### Nets reached from selected ports, run 1

Scale bar: 100 µm.
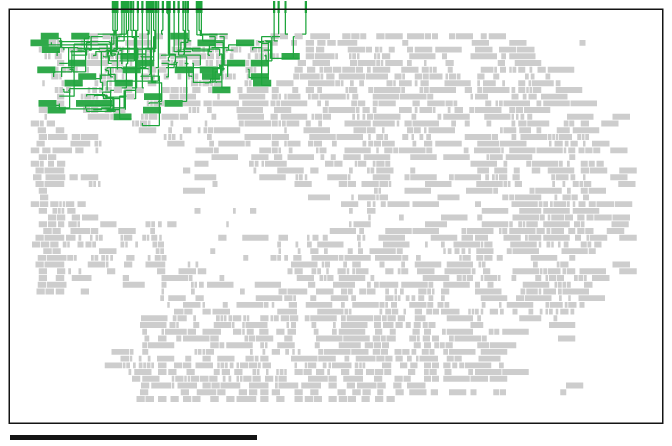
### Cells colored by class, run 1

Fill, decap, tap and diode cells in gray.
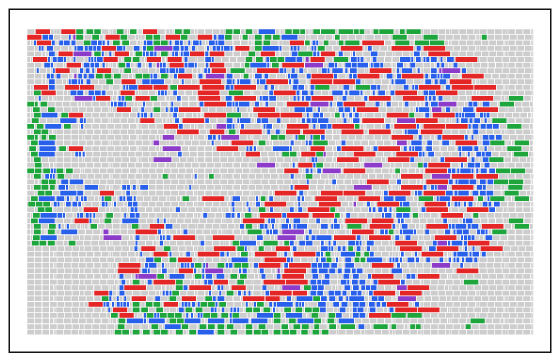
### Signal metal coverage by tile, run 1

26 x 17 tiles, from dark blue (low) to red (high), scaled to the fullest tile. Values are wire area over tile area, all layers added.
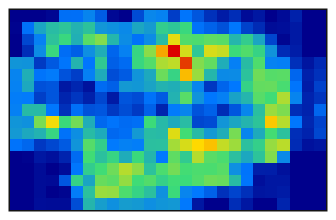
File: src/rtl/wb_pkg.sv
// rtl/wb_pkg.sv - shared encodings and history entry type for the write-back stage
package wb_pkg;

  // Result source select
  typedef enum logic [1:0] {
    WB_ALU = 2'd0,
    WB_MEM = 2'd1,
    WB_PC4 = 2'd2,
    WB_IMM = 2'd3
  } wb_sel_e;

  // Load size / signedness; codes 3, 6 and 7 are undefined and act as LW
  typedef enum logic [2:0] {
    LT_LB  = 3'd0,
    LT_LH  = 3'd1,
    LT_LW  = 3'd2,
    LT_LBU = 3'd4,
    LT_LHU = 3'd5
  } load_type_e;

  // History entries are sized for the widest supported datapath and register
  // file; a stage built with XLEN <= 64 and REG_AW <= 8 uses the low bits and
  // the unused upper bits are always written as zero.
  localparam int HIST_XLEN_MAX = 64;
  localparam int HIST_AW_MAX   = 8;

  typedef struct packed {
    logic                     valid;
    logic [HIST_AW_MAX-1:0]   rd;
    logic [HIST_XLEN_MAX-1:0] data;
  } hist_entry_t;

endpackage

File: src/rtl/wb_load_align.sv
// rtl/wb_load_align.sv - combinational sub-word load aligner with sign/zero extension
module wb_load_align
  import wb_pkg::*;
#(
  parameter int XLEN = 32
) (
  input  logic [XLEN-1:0] dm_data,
  input  logic [2:0]      load_type,
  input  logic [1:0]      byte_off,
  output logic [XLEN-1:0] aligned
);

  logic [XLEN-1:0] w_byte_sh;
  logic [XLEN-1:0] w_half_sh;

  // Shift the addressed byte / halfword down to bit 0; byte_off[0] is ignored for halves
  assign w_byte_sh = dm_data >> {byte_off, 3'b000};
  assign w_half_sh = dm_data >> {byte_off[1], 4'b0000};

  // Pick the extension for the load type; anything unrecognised passes the word through
  always_comb begin
    aligned = dm_data;
    case (load_type)
      LT_LB:   aligned = {{(XLEN-8){w_byte_sh[7]}}, w_byte_sh[7:0]};
      LT_LBU:  aligned = {{(XLEN-8){1'b0}}, w_byte_sh[7:0]};
      LT_LH:   aligned = {{(XLEN-16){w_half_sh[15]}}, w_half_sh[15:0]};
      LT_LHU:  aligned = {{(XLEN-16){1'b0}}, w_half_sh[15:0]};
      default: aligned = dm_data;
    endcase
  end

endmodule

File: src/rtl/wb_stage_p.sv
// rtl/wb_stage_p.sv - write-back stage: result select, output register, write history, retire count
module wb_stage_p
  import wb_pkg::*;
#(
  parameter int XLEN       = 32,
  parameter int REG_AW     = 5,
  parameter int HIST_DEPTH = 4,
  parameter int CNT_W      = 32
) (
  input  logic              clk,
  input  logic              reset,
  input  logic              valid_in,
  input  logic              stall,
  input  logic              flush,
  input  logic [REG_AW-1:0] rd_in,
  input  logic              reg_write_in,
  input  logic [1:0]        wb_sel,
  input  logic [2:0]        load_type,
  input  logic [1:0]        byte_off,
  input  logic [XLEN-1:0]   alu_data,
  input  logic [XLEN-1:0]   dm_data,
  input  logic [XLEN-1:0]   pc_plus4,
  input  logic [XLEN-1:0]   imm_data,
  output logic [XLEN-1:0]   wb_data,
  output logic [REG_AW-1:0] rd_out,
  output logic              reg_write_out,
  output logic              valid_out,
  input  logic [REG_AW-1:0] rs1_q,
  input  logic [REG_AW-1:0] rs2_q,
  output logic              hit1,
  output logic              hit2,
  output logic [XLEN-1:0]   fwd_data1,
  output logic [XLEN-1:0]   fwd_data2,
  output logic [CNT_W-1:0]  retire_count
);

  logic              w_accept;
  logic              w_write;
  logic [XLEN-1:0]   w_mem_data;
  logic [XLEN-1:0]   w_result;

  logic [XLEN-1:0]   r_wb_data;
  logic [REG_AW-1:0] r_rd;
  logic              r_reg_write;
  logic              r_valid;
  logic [CNT_W-1:0]  r_retire_count;
  hist_entry_t       r_hist [HIST_DEPTH];

  // flush dominates stall simply by both gating the same accept term
  assign w_accept = valid_in & ~stall & ~flush;
  assign w_write  = reg_write_in & (rd_in != '0);

  wb_load_align #(
    .XLEN (XLEN)
  ) u_load_align (
    .dm_data   (dm_data),
    .load_type (load_type),
    .byte_off  (byte_off),
    .aligned   (w_mem_data)
  );

  // Select the write-back result source
  always_comb begin
    w_result = alu_data;
    case (wb_sel)
      WB_ALU:  w_result = alu_data;
      WB_MEM:  w_result = w_mem_data;
      WB_PC4:  w_result = pc_plus4;
      WB_IMM:  w_result = imm_data;
      default: w_result = alu_data;
    endcase
  end

  // Output register: data and rd hold when nothing is accepted, strobes drop
  always_ff @(posedge clk) begin
    if (reset) begin
      r_wb_data      <= '0;
      r_rd           <= '0;
      r_reg_write    <= 1'b0;
      r_valid        <= 1'b0;
      r_retire_count <= '0;
    end else begin
      r_reg_write <= w_accept & w_write;
      r_valid     <= w_accept;
      if (w_accept) begin
        r_wb_data      <= w_result;
        r_rd           <= rd_in;
        r_retire_count <= r_retire_count + CNT_W'(1);
      end
    end
  end

  // History shift register; only real register writes enter, so entry 0 tracks the output register
  always_ff @(posedge clk) begin
    if (reset) begin
      for (int i = 0; i < HIST_DEPTH; i++) begin
        r_hist[i] <= '0;
      end
    end else if (w_accept && w_write) begin
      for (int i = HIST_DEPTH - 1; i > 0; i--) begin
        r_hist[i] <= r_hist[i-1];
      end
      r_hist[0] <= '{valid: 1'b1,
                     rd:    HIST_AW_MAX'(rd_in),
                     data:  HIST_XLEN_MAX'(w_result)};
    end
  end

  // Forwarding lookup: scan oldest to newest so the newest match is the one left standing
  always_comb begin
    hit1      = 1'b0;
    hit2      = 1'b0;
    fwd_data1 = '0;
    fwd_data2 = '0;
    for (int i = HIST_DEPTH - 1; i >= 0; i--) begin
      if (r_hist[i].valid && (r_hist[i].rd == HIST_AW_MAX'(rs1_q)) && (rs1_q != '0)) begin
        hit1      = 1'b1;
        fwd_data1 = XLEN'(r_hist[i].data);
      end
      if (r_hist[i].valid && (r_hist[i].rd == HIST_AW_MAX'(rs2_q)) && (rs2_q != '0)) begin
        hit2      = 1'b1;
        fwd_data2 = XLEN'(r_hist[i].data);
      end
    end
  end

  assign wb_data       = r_wb_data;
  assign rd_out        = r_rd;
  assign reg_write_out = r_reg_write;
  assign valid_out     = r_valid;
  assign retire_count  = r_retire_count;

endmodule

File: config.mk
export PLATFORM = sky130hd
export DESIGN_NAME = wb_stage_p
export DESIGN_NICKNAME = d
export VERILOG_FILES = /design/src/rtl/wb_pkg.sv /design/src/rtl/wb_load_align.sv /design/src/rtl/wb_stage_p.sv
export SDC_FILE = /design/constraint.sdc
export NUM_CORES = 1
export LEC_CHECK = 0
export CORE_AREA = 8 8 256 159
export CTS_CLUSTER_SIZE = 28
export DETAILED_ROUTE_END_ITERATION = 16
export DIE_AREA = 0 0 264 167
export GPL_ROUTABILITY_DRIVEN = 0
export PLACE_DENSITY = 0.64
export REMOVE_ABC_BUFFERS = 1
export SYNTH_ARGS = -nofsm -noshare
export SYNTH_HDL_FRONTEND = slang
export SYNTH_HIERARCHICAL = 1
export SYNTH_SLANG_ARGS = --single-unit
export TNS_END_PERCENT = 10
File: constraint.sdc
create_clock -name clk -period 7.25 [get_ports clk]
set_input_delay 1.8125 -clock clk [delete_from_list [all_inputs] [get_ports clk]]
set_output_delay 1.8125 -clock clk [all_outputs]
set_load 0.1 [all_outputs]
==> Slide: Implementation Results, run 1 <==
Flow Results at a Glance

Critical path
  • Worst EP required: 5440 ps
  • CP bufs+invs: 3
  • Critical path endpoint: fwd_data1[1]
  • Crit-path cells: clkdlybuf4s50_1 -> xor2_1 -> nor4_1 -> nand4_1 -> buf_4 -> o311a_1 -> o21ai_0 -> buf_12
  • Worst EP arrival: 4880 ps
  • Reg2Reg Launch Point: retire_count[0]
  • Worst r2r dst: retire_count[26]
  • Crit. Startpoint: rs1_q[4]

Layout
  • Final-layout fill cell count: around 3400
  • Multi-input gates: just over 800
  • Comb area share: 0.349
  • Flop share of the area: 0.347
  • Clock network share of area: 0.0456
  • CLK BUF: 36
  • Leading cell kind: logic gates
  • Post-route design area: 17200 µm²
  • Inverters: ~74
  • FF/Latch Area: 5980 µm²

Logic synthesis
  • Main synth FF type: edfxtp_1
  • Post-Syn Area: approximately 13000 µm²
  • Synth flops: 223
  • Cells after synthesis: 1229
  • Cell Type Count: roughly 58
  • Mean Syn Cell Area: 10.4 µm²
  • Yosys top cell area share: 0.356
  • Ao+oa area frac: 0.134
  • Ranking of synthesized cells by area: edfxtp_1, dfxtp_1, and2_1, mux4_2, nand2_1
  • Most common library cells after synthesis: nand2_1, edfxtp_1, and2_1
  • Register share after synthesis: 0.469
  • Area leader, netlist: edfxtp_1
  • Area fraction in mux cells: 0.0926

Power and ir drop
  • Leak: 5.98 nW
  • Clk pwr share: 0.388
  • P_seq: 1.46 mW
  • Net Switching: roughly 870 µW
  • Sw frac: 0.274
  • Seq pwr share: 0.457
  • Power Clock: 1.24 mW
  • Total Power: 3.19 mW
  • Int Power: 2.31 mW

Placed design
  • Post-DP Area: 16400 µm²

Job
  • MaxCap Viol Count: 0
  • OpenROAD warnings: 25

Global routing
  • Initial antenna violation count: 3
  • Tot GR Track Use: 0.203
  • Largest net degree at the start of global routing: 66
  • Number of global-route vias before repair: around 10000

Die
  • Well tap count: 484

Status
  • Outcome: finished, final reports clean

Drt
  • TritonRoute pass-1 iters: 5
  • DR vias/cell: 5.35
  • Residual DRC: 0
  • Via Count: 10554
  • Number of nets with antenna violations after routing: 0

Worst hold path
  • WHS Endpoint: wb_data[13]
  • Min-delay worst type: flop to flop
  • Worst hold path stage count: 2

Final timing
  • Fin. Hold Viols: 0
  • Final Cycle Share: 0.923
  • RSZ-0062 raised after global routing: false
  • Slew Limit Fails: 0
  • Final worst slack: 558 ps

Clocking
  • CTS tree: yes
  • CTS Root Cell: clkbuf_16
  • H-tree level count: 1
  • Hold_buf cts: 0
  • # resized after CTS: 0
About 'Nets reached from selected ports':
port	color	direction	edge	end cells	wire
retire_count	green	output	north	32	1730 µm
I/O pins: 293
Port Buffers: 292

About 'Cells colored by class':
class	color	cells	share of their area
remaining buffers and delay cells	green	317	21%
clock drivers and dummy loads	purple	44	4.7%
remaining logic cells	blue	902	38%
registers	red	223	36%
fin util: 0.465
number of placement rows: 55
core box area: 37000 µm²

About 'Signal metal coverage by tile':
nearly empty tiles	12%
mean over tiles	0.17
emptiest ninth of the die	south-east
drt wl/cell: 23.3 µm
final WL: 46000 µm

-- run 1: per-layer routing --
layer	wire length [µm]	part of all wire	vias up	global-route usage
met3	3000	0.065	51	0.0337
met2	21500	0.47	408	0.328
met4	991	0.022	0	0.0451
li1	-	-	4888	-
met1	20500	0.45	5207	0.283
met5	0	0	-	0
-- run 1: cells in the final DEF, fill, tap and decap left out, types with 21 or more instances in the layout --
cell type        count
clkbuf_16           24
nand3_1             42
nor2_1              41
buf_4               43
nor3_1              47
mux2i_1             38
o221ai_2            30
o21a_1              26
buf_12              49
xor2_1              28
mux4_2              33
and2_1             121
a21oi_1             47
xnor2_1             41
a22o_1              26
clkdlybuf4s50_1    223
dfxtp_1             72
nand2_1            167
o21ai_0             21
edfxtp_1           151
o311ai_1            26
inv_1               74
### Power grid, run 1

Scale bar: 100 µm. Pins as bars on the die edge. Tap cells in gray.
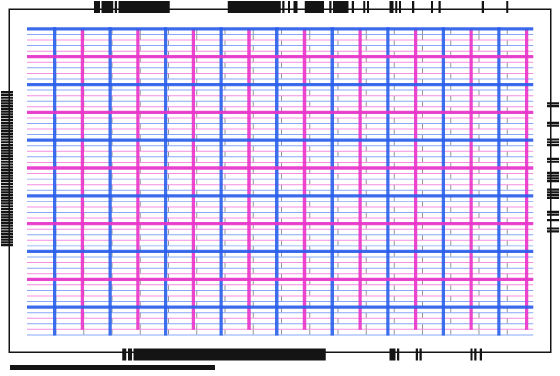

## Run 2: what changed since run 1
PLACE_DENSITY = default   (was 0.64)
### Power grid, run 2

Scale bar: 100 µm. Pins as bars on the die edge. Tap cells in gray.
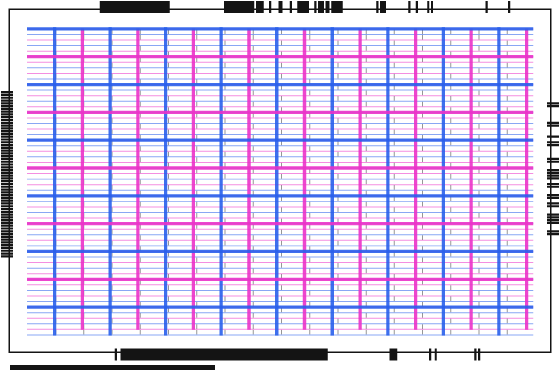
net	color
VDD	magenta
VSS	blue
signal pins	293
met1 rails	56
die height: 167 µm
Peak supply drop: 0.153 mV
die width: 264 µm

### Cells colored by class, run 2

Fill, decap, tap and diode cells in gray.
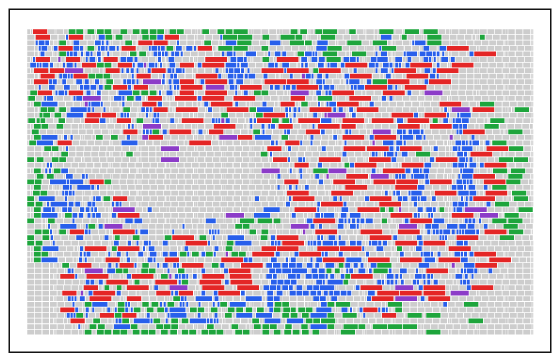
class	color	cells	share of their area
remaining buffers and delay cells	green	316	22%
remaining logic cells	blue	902	37%
registers	red	223	36%
clock drivers and dummy loads	purple	44	4.7%
flop share of the area: 0.343
fin util: 0.471

==> run 2 against run 1 <==
Clock power is essentially flat; critical endpoint is now fwd_data1[30]; die size is the same; worst setup slack gained 26 ps; area after synthesis is the same; critical path depth is the same; total power grew 0.87%; final cell count is essentially flat; largest cell class unchanged; combinational power grew 0.8%; sequential cell count is the same; synthesized cell count is the same; first-iteration DRC count grew 15%; fmax grew 0.39%.
==> Slide: Implementation Results, run 2 <==
Flow Results at a Glance

Critical path
  • Crit. Startpoint: rs1_q[3]
  • Crit-path cells: clkdlybuf4s50_1 -> xor2_1 -> nor4_1 -> nand4_1 -> buf_4 -> o311ai_1 -> a22o_1 -> buf_12
  • Worst EP arrival: 4850 ps (-30 ps)
  • Critical path endpoint: fwd_data1[30]
  • Worst EP required: 5440 ps (about the same)
  • CP bufs+invs: 3 (unchanged)
  • Worst r2r dst: retire_count[26]

Layout
  • Leading cell kind: logic gates
  • Post-route design area: 17400 µm² (+1.3%)
  • Multi-input gates: 828 (unchanged)
  • FF/Latch Area: 5980 µm² (unchanged)
  • Clock network share of area: 0.0452 (-0.000459)
  • CLK BUF: 29 (-19%)
  • Count of plain and timing-repair buffers: 316
  • Top cells excl fill/tap: clkdlybuf4s50_1, nand2_1, edfxtp_1
  • Top cell excl fill/tap: clkdlybuf4s50_1

Die
  • I/O pins: 293 (unchanged)
  • Core box area: 37000 µm² (unchanged)
  • Die area: 44100 µm²
  • Number of placement rows: 55 (unchanged)

Worst hold path
  • Min-delay worst type: flop to flop
  • Worst hold path stage count: 2 (unchanged)
  • WHS Endpoint: wb_data[7]

Power and ir drop
  • Clk pwr share: 0.390 (+0.002)
  • Leak: 6.03 nW (+0.86%)
  • Power Clock: 1.25 mW (about the same)
  • Seq pwr share: 0.454 (-0.003)
  • Net Switching: 872 µW (-0.20%)
  • P_seq: 1.46 mW (about the same)
  • Int Power: 2.34 mW (+1.3%)
  • Sw frac: 0.271 (-0.00291)

Clocking
  • H-tree level count: 1 (unchanged)
  • CTS tree: yes
  • # resized after CTS: 0 (unchanged)
  • CTS Root Cell: clkbuf_16
  • Hold_buf cts: 0 (unchanged)

Global routing
  • Initial antenna violation count: 5 (+2)
  • Number of global-route vias before repair: 10716 (+2.2%)

Logic synthesis
  • Main synth FF type: edfxtp_1
  • Yosys top cell area share: 0.356 (unchanged)
  • Most common library cells after synthesis: nand2_1, edfxtp_1, and2_1
  • Area leader, netlist: edfxtp_1
  • Post-Syn Area: 12700 µm² (unchanged)
  • Cell Type Count: 58 (unchanged)
  • Cells after synthesis: 1229 (unchanged)
  • Mean Syn Cell Area: 10.4 µm² (unchanged)
  • Synth flops: 223 (unchanged)
  • Ranking of synthesized cells by area: edfxtp_1, dfxtp_1, and2_1, mux4_2, nand2_1
  • Register share after synthesis: 0.469 (unchanged)

Drt
  • Final WL: 47300 µm (+2.8%)
  • TritonRoute pass-1 iters: 6 (+1)
  • DR vias/cell: 5.41 (+1.0%)
  • Drt wl/cell: 24.0 µm (+2.8%)
  • Via Count: 10659 (+0.99%)
  • Number of nets with antenna violations after routing: 0 (unchanged)

Final timing
  • Fin. Hold Viols: 0 (unchanged)
  • Max Clk Rate: 150 MHz
  • Slew Limit Fails: 0 (unchanged)
  • Final Cycle Share: 0.919 (-0.00362)

Status
  • Outcome: finished, final reports clean

Placed design
  • Post-DP Area: 16600 µm² (+1.4%)
### Cell outlines without signal wires, run 2

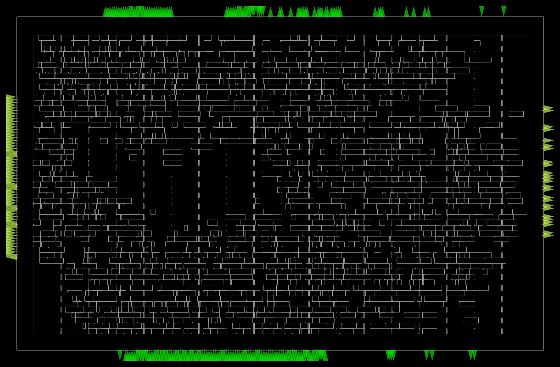
well tap count: 484
final-layout fill cell count: 3446

-- run 2: logic make-up (layout without fill, tap and decap cells) --
family | after synthesis | count (layout) | synth area share
buffers and inverters | 178 | 434 | 0.0624
DFF | 223 | 223 | 0.469
AOI/OAI and AO/OA | 204 | 204 | 0.134
xor gates and xnor gates | 69 | 69 | 0.0474
adders and majority gates | 1 | 1 | 0.000982
other | 0 | 3 | 0
and+or+nand+nor | 478 | 478 | 0.193
muxes | 76 | 76 | 0.0926
-- run 2: layer usage --
metal	vias to the layer above	wire length [µm]	global-route usage
li1	4871	-	-
met1	5271	20800	0.281
met2	463	21900	0.328
met3	52	3780	0.0538
met4	2	852	0.0487
met5	-	13	0
No activity file was given, so power comes from the tool's default toggle rates.
